### src/rtl/hilo_div_seq.sv
// Issue sequencer for the combinational divider plus the HI/LO register pair.
// Holds the divide operands for DIV_LATENCY cycles, then captures the remainder into HI and the quotient into LO.
module hilo_div_seq #(
  parameter int unsigned DIV_LATENCY = 4
) (
  input  logic        clock,
  input  logic        reset,
  input  logic        div_start,
  input  logic        div_sign,
  input  logic [31:0] div_a,
  input  logic [31:0] div_b,
  output logic [31:0] divu_a,
  output logic [31:0] divu_b,
  output logic        divu_sign,
  input  logic [31:0] divu_q,
  input  logic [31:0] divu_r,
  input  logic        mult_we,
  input  logic [31:0] mult_hi,
  input  logic [31:0] mult_lo,
  input  logic        mthi,
  input  logic        mtlo,
  input  logic [31:0] mt_data,
  output logic        busy,
  output logic        div_done,
  output logic [31:0] hi,
  output logic [31:0] lo
);

  typedef enum logic {IDLE, RUN} state_t;

  state_t     state;
  state_t     state_next;
  logic [3:0] cnt;

  assign busy = (state == RUN);

  always_comb begin
    state_next = state;
    case (state)
      IDLE: if (div_start) state_next = RUN;
      RUN:  if (cnt == 4'd0) state_next = IDLE;
      default: state_next = IDLE;
    endcase
  end

  always_ff @(posedge clock) begin
    if (reset) begin
      state     <= IDLE;
      cnt       <= 4'd0;
      div_done  <= 1'b0;
      hi        <= 32'd0;
      lo        <= 32'd0;
      divu_a    <= 32'd0;
      divu_b    <= 32'd0;
      divu_sign <= 1'b0;
    end else begin
      state    <= state_next;
      div_done <= 1'b0;
      case (state)
        IDLE: begin
          // Priority: divide issue, then multiplier result, then MTHI/MTLO.
          if (div_start) begin
            divu_a    <= div_a;
            divu_b    <= div_b;
            divu_sign <= div_sign;
            cnt       <= 4'(DIV_LATENCY - 1);
          end else if (mult_we) begin
            hi <= mult_hi;
            lo <= mult_lo;
          end else begin
            if (mthi) hi <= mt_data;
            if (mtlo) lo <= mt_data;
          end
        end
        RUN: begin
          // Pipeline is stalled here, so any other write request is dropped.
          if (cnt == 4'd0) begin
            hi       <= divu_r;
            lo       <= divu_q;
            div_done <= 1'b1;
          end else begin
            cnt <= cnt - 4'd1;
          end
        end
        default: ;
      endcase
    end
  end

endmodule
### config.mk
export PLATFORM = sky130hd
export DESIGN_NAME = hilo_div_seq
export DESIGN_NICKNAME = d
export VERILOG_FILES = /design/src/rtl/hilo_div_seq.sv
export SDC_FILE = /design/constraint.sdc
export NUM_CORES = 1
export LEC_CHECK = 0
export CAP_MARGIN = 20
export CORE_UTILIZATION = 28
export CTS_CLUSTER_DIAMETER = 100
export CTS_CLUSTER_SIZE = 20
export DETAILED_ROUTE_END_ITERATION = 8
export PLACE_DENSITY = 0.72
export SLEW_MARGIN = 10
export SYNTH_ARGS = -nofsm -noshare
export SYNTH_HDL_FRONTEND = slang
export SYNTH_SLANG_ARGS = --single-unit
### constraint.sdc
create_clock -name clock -period 4.47 [get_ports clock]
set_input_delay 0.894 -clock clock [delete_from_list [all_inputs] [get_ports clock]]
set_output_delay 0.894 -clock clock [all_outputs]
set_load 0.03 [all_outputs]
==> results.sh, run 1 <==
# flow metrics
export IMPL_combPwrFrac_pct=28.6
export IMPL_crit_arrival_ns=1.72
export IMPL_worstHoldPathCells=2
export IMPL_cts_buffers=17
export IMPL_hold_viol=0
export IMPL_use_met3_pct=7.30
export IMPL_rr_startpoint="cnt[0]"
export IMPL_grt_max_degree=113
export IMPL_holdBufCountCts=0
export IMPL_grt_use_total_pct=18.0
export IMPL_drive_gt1_share_pct=10.6
export IMPL_top_area_share_pct=41.1
export IMPL_syn_area_per_cell_sq_um=8.80
export IMPL_wl_met1_mm=9.31
export IMPL_antenna_found_initial=1
export IMPL_skew_ns=0.0116
export IMPL_post_place_ws_ns=1.38
export IMPL_synth_distinct_cells=28
export IMPL_syn_area_sq_um=6580
export IMPL_boundaryPins=362
export IMPL_run_status="finished, final reports clean"
export IMPL_layout_cells_most_common="clkdlybuf4s50_1"
export IMPL_powerDensity_nw_per_um2=351
export IMPL_dp_cells=1361
export IMPL_die_w_um=155
export IMPL_endpoint="busy"
export IMPL_grt_pass1_vias=6244
export IMPL_critical_path_class="reg2out"
export IMPL_worstPathRequired_ns=3.58
export IMPL_worst_slack_ns=1.86
export IMPL_grt_first_pass_wirelength_mm=33.7
export IMPL_path_cells="clkdlybuf4s50_1"
export IMPL_cts_tree="yes"
export IMPL_path_depth=1
export IMPL_routed_wl_mm=22.3
export IMPL_ys_sh_adder_pct=0.380
export IMPL_die_h_um=155
export IMPL_p_leak_nw=4.05
export IMPL_slew_headroom_pct=32.6
export IMPL_postRouteAntennaNets=0
export IMPL_internal_power_w=0.00259
export IMPL_synth_top_cell_by_count="nand2_1"
export IMPL_finalSetupTns_ns=0
export IMPL_end_kind="primary output"
export IMPL_logic_family="multiplexers"
export IMPL_area_combinational_sq_um=3490
export IMPL_sw_frac_of_total_pct=32.1
export IMPL_cp_slowest_cell="clkdlybuf4s50_1"
export IMPL_log_warning_count=28
export IMPL_design_power_total_w=0.00381
export IMPL_cp_startpoint="busy"
export IMPL_dr_wl_met2_mm=10.5
export IMPL_tightest_slew_ns=1.01
export IMPL_drc=0
export IMPL_fill_cells=2218
export IMPL_slew_violations=0
export IMPL_setup_viol=0
export IMPL_compound_area_share_pct=13.2
export IMPL_max_freq_mhz=383
export IMPL_xor_share_pct=0
export IMPL_pg_clk_w=0.00134
export IMPL_wire_per_inst_um=16.0
export IMPL_area_growth_pct=65.2
export IMPL_clk_pin_slew_ns=0.06
export IMPL_rrSetupSlack_ns=2.20
==> run 1: cell type report <==
type                            instances  area share (%)
Clock buffer                           17            3.91
Sequential cell                       135            24.9
Antenna cell                            1          0.0230
Inverter                                3           0.127
Clock inverter                         15            1.19
Tap cell                              313            3.60
Multi-Input combinational cell        541            32.1
Timing Repair Buffer                  371            34.1
==> run 1: sequential cells by signal, summed over array words and instances, names as in the netlist <==
| register | flops |
|---|---|
| hi | 32 |
| lo | 32 |
| div_done | 1 |
| busy | 1 |
| divu_b | 32 |
| divu_a | 32 |
| cnt | 4 |
| divu_sign | 1 |
Figure 1. Cell area per tile (run 1).
Drawn at 2 px/um. The die is cut into 16 by 16 equal tiles; white is low, dark blue is high, 0 to 100% covered.
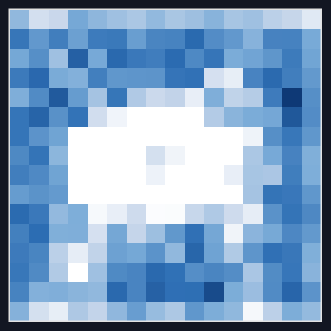
emptiest ninth of the die: centre
tiles over 75% full: 7.0%
fullest tile: 96%

Figure 2. Routing congestion map (run 1).
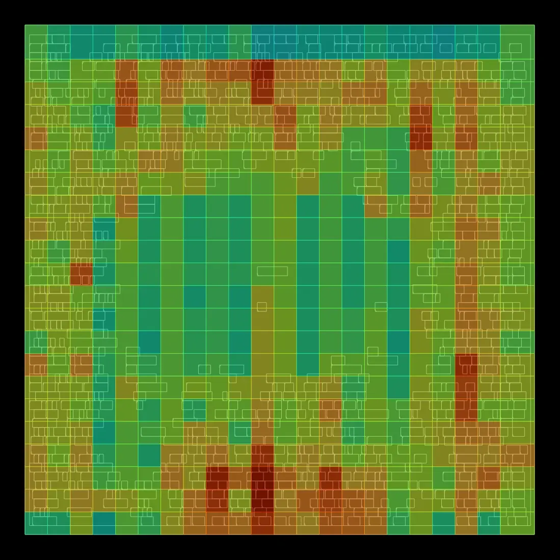
GRT busiest layer: met2
met2 Track Usage GR: 30.7%

Figure 3. Clock network drawn from the DEF (run 1).
Drawn at 4 px/um.
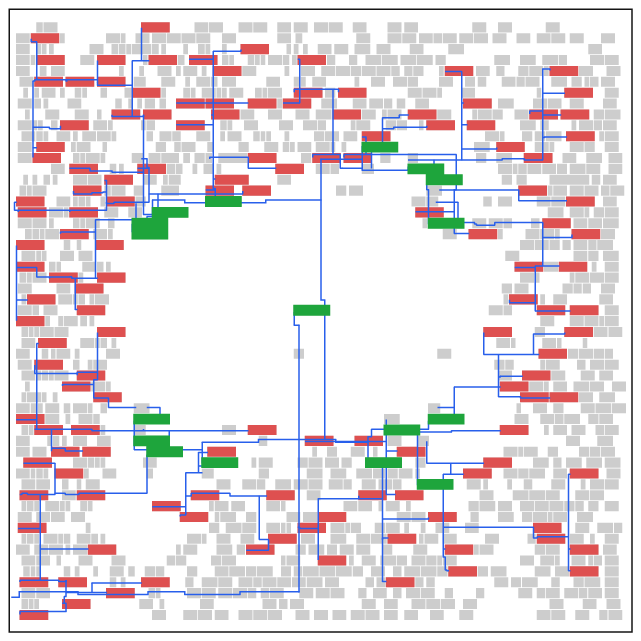
legend:
  clock-net drivers:
    colour: green
    count: 17
  clock wires:
    colour: blue
    length: 2060 um
  flip-flops:
    colour: red
    count: 135
routed clock nets: 18

Figure 4. Metal 4 (run 1).
Drawn at 2 px/um.
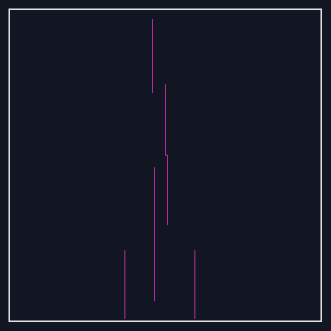

==> run 2, diff against run 1 <==
clock period = 2.66 ns   (was 4.47 ns; I/O delays follow)
Figure 5. Metal 4 (run 2).
Drawn at 2 px/um.
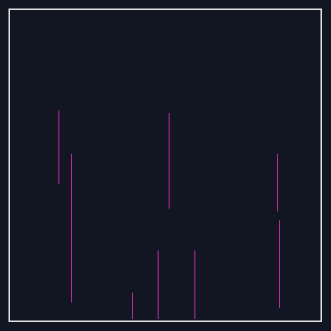
nets with wire on the layer: 7
wire length on this layer: 311 um
share of all routed wire: 1.4%
longest straight run: 74.1 um

Figure 6. Routing congestion map (run 2).
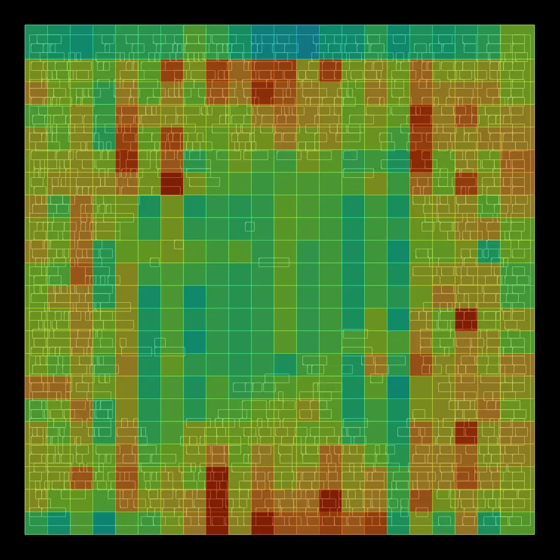
met2 Track Usage GR: 31.4%
met3 usage: 6.99%
Overall Global Routing Usage: 18.1%
met1 Usage GRT: 20.5%

==> run 2 against run 1 <==
Routed wire length is 0.67% lower; synthesized cell count stayed put; synthesized area stayed put; non-clock buffer count is 2 higher; global-route usage is 0.11 points higher; register-to-register slack worse by 1.8 ns; clock power is 75% higher; cell count hardly changed; critical endpoint is now lo[13]; count of clock-buffer cells in the layout stayed put.
==> results.sh, run 2 <==
# flow metrics
export IMPL_run_status="finished, final reports clean"
export IMPL_layout_cells_most_common="clkdlybuf4s50_1"
export IMPL_hold_viol=0
export IMPL_dr_wl_met2_mm=10.5
export IMPL_combPwrFrac_pct=28.3
export IMPL_internal_power_w=0.00445
export IMPL_critical_path_class="reg2reg"
export IMPL_routed_wl_mm=22.1
export IMPL_powerDensity_nw_per_um2=596
export IMPL_worstHoldPathCells=2
export IMPL_wire_per_inst_um=15.8
export IMPL_p_leak_nw=4.09
export IMPL_worstHoldPathType="reg2reg"
export IMPL_worstPathRequired_ns=2.91
export IMPL_compound_area_share_pct=13.2
export IMPL_logic_family="multiplexers"
export IMPL_rrSetupSlack_ns=0.43
export IMPL_die_h_um=155
export IMPL_n_antenna_cell=0
export IMPL_fin_nets=1304
export IMPL_grt_pass1_vias=6409
export IMPL_dr_pass1_iters=4
export IMPL_max_freq_mhz=448
export IMPL_crit_fanout=32
export IMPL_ff2ff_path_depth=5
export IMPL_yosysTopAreaCell="dfxtp_1"
export IMPL_core_region_area_sq_um=22800
export IMPL_postRouteAntennaNets=0
export IMPL_boundaryPins=362
export IMPL_setup_viol=0
export IMPL_syn_area_per_cell_sq_um=8.80
export IMPL_crit_arrival_ns=2.48
export IMPL_clockBufferDepth=2
export IMPL_num_rows=55
export IMPL_log_warning_count=27
export IMPL_lay_top_cells="clkdlybuf4s50_1, nand2_1, dfxtp_1"
export IMPL_holdBufCountCts=0
export IMPL_synth_top_cell_by_count="nand2_1"
export IMPL_die_w_um=155
export IMPL_cts_tree="yes"
export IMPL_post_place_ws_ns=0.185
export IMPL_grt_first_pass_wirelength_mm=33.7
export IMPL_xor_share_pct=0
export IMPL_wl_met1_mm=9.36
export IMPL_ys_cells=748
export IMPL_clock_latency_ns=0.42
export IMPL_worst_slack_ns=0.427
export IMPL_cp_startpoint="cnt[0]"
export IMPL_slew_violations=0
export IMPL_tightest_slew_ns=1.01
export IMPL_design_power_total_w=0.00651
export IMPL_sw_frac_of_total_pct=31.6
export IMPL_syn_area_sq_um=6580
export IMPL_dp_cells=1365
export IMPL_wl_met3_mm=2.01
export IMPL_ys_sh_adder_pct=0.380
export IMPL_slew_headroom_pct=32.5
export IMPL_end_kind="flip-flop"
export IMPL_finalSetupTns_ns=0
export IMPL_area_growth_pct=66.2
export IMPL_synth_distinct_cells=28
export IMPL_r2r_end="lo[13]"
export IMPL_endpoint="lo[13]"
export IMPL_rr_startpoint="cnt[0]"
export IMPL_antenna_found_initial=0
export IMPL_cts_buffers=17
export IMPL_drive_gt1_share_pct=10.8
export IMPL_start_kind="flip-flop"
export IMPL_top_area_share_pct=41.1
export IMPL_grt_max_degree=70
export IMPL_skew_ns=0.0158
export IMPL_busiest_layer="met2"
export IMPL_post_route_period_util_pct=84.0
export IMPL_clk_pin_slew_ns=0.06
export IMPL_drc=0
run 2: critical path, stage by stage (launching register included):
cell	delay, ns
dfxtp_1	0.33
inv_1	0.10
ha_1	0.14
or3b_1	0.49
a211o_2	0.76
mux2i_1	0.23
run 2: power groups by stage:
stage	logic (W)	clock network (W)	registers [W]
6_report	0.00184	0.00235	0.00232
3_3_place_gp	0.00184	0	0.00235
2_1_floorplan	0.000670	0	0.00272
5_1_grt	0.00196	0.00252	0.00234
4_1_cts	0.00186	0.00243	0.00232
3_5_place_dp	0.00185	0	0.00236
run 2: cell type report:
type | count | area (sq um)
fillers | 2248 | 11900
repair buffers | 373 | 3760
multi-input cells | 541 | 3490
flip-flops and latches | 135 | 2710
clock buffers | 17 | 425
well taps | 313 | 392
clock inverters | 15 | 156
inverters | 3 | 13.8
Power is estimated from default activity; no workload was simulated.
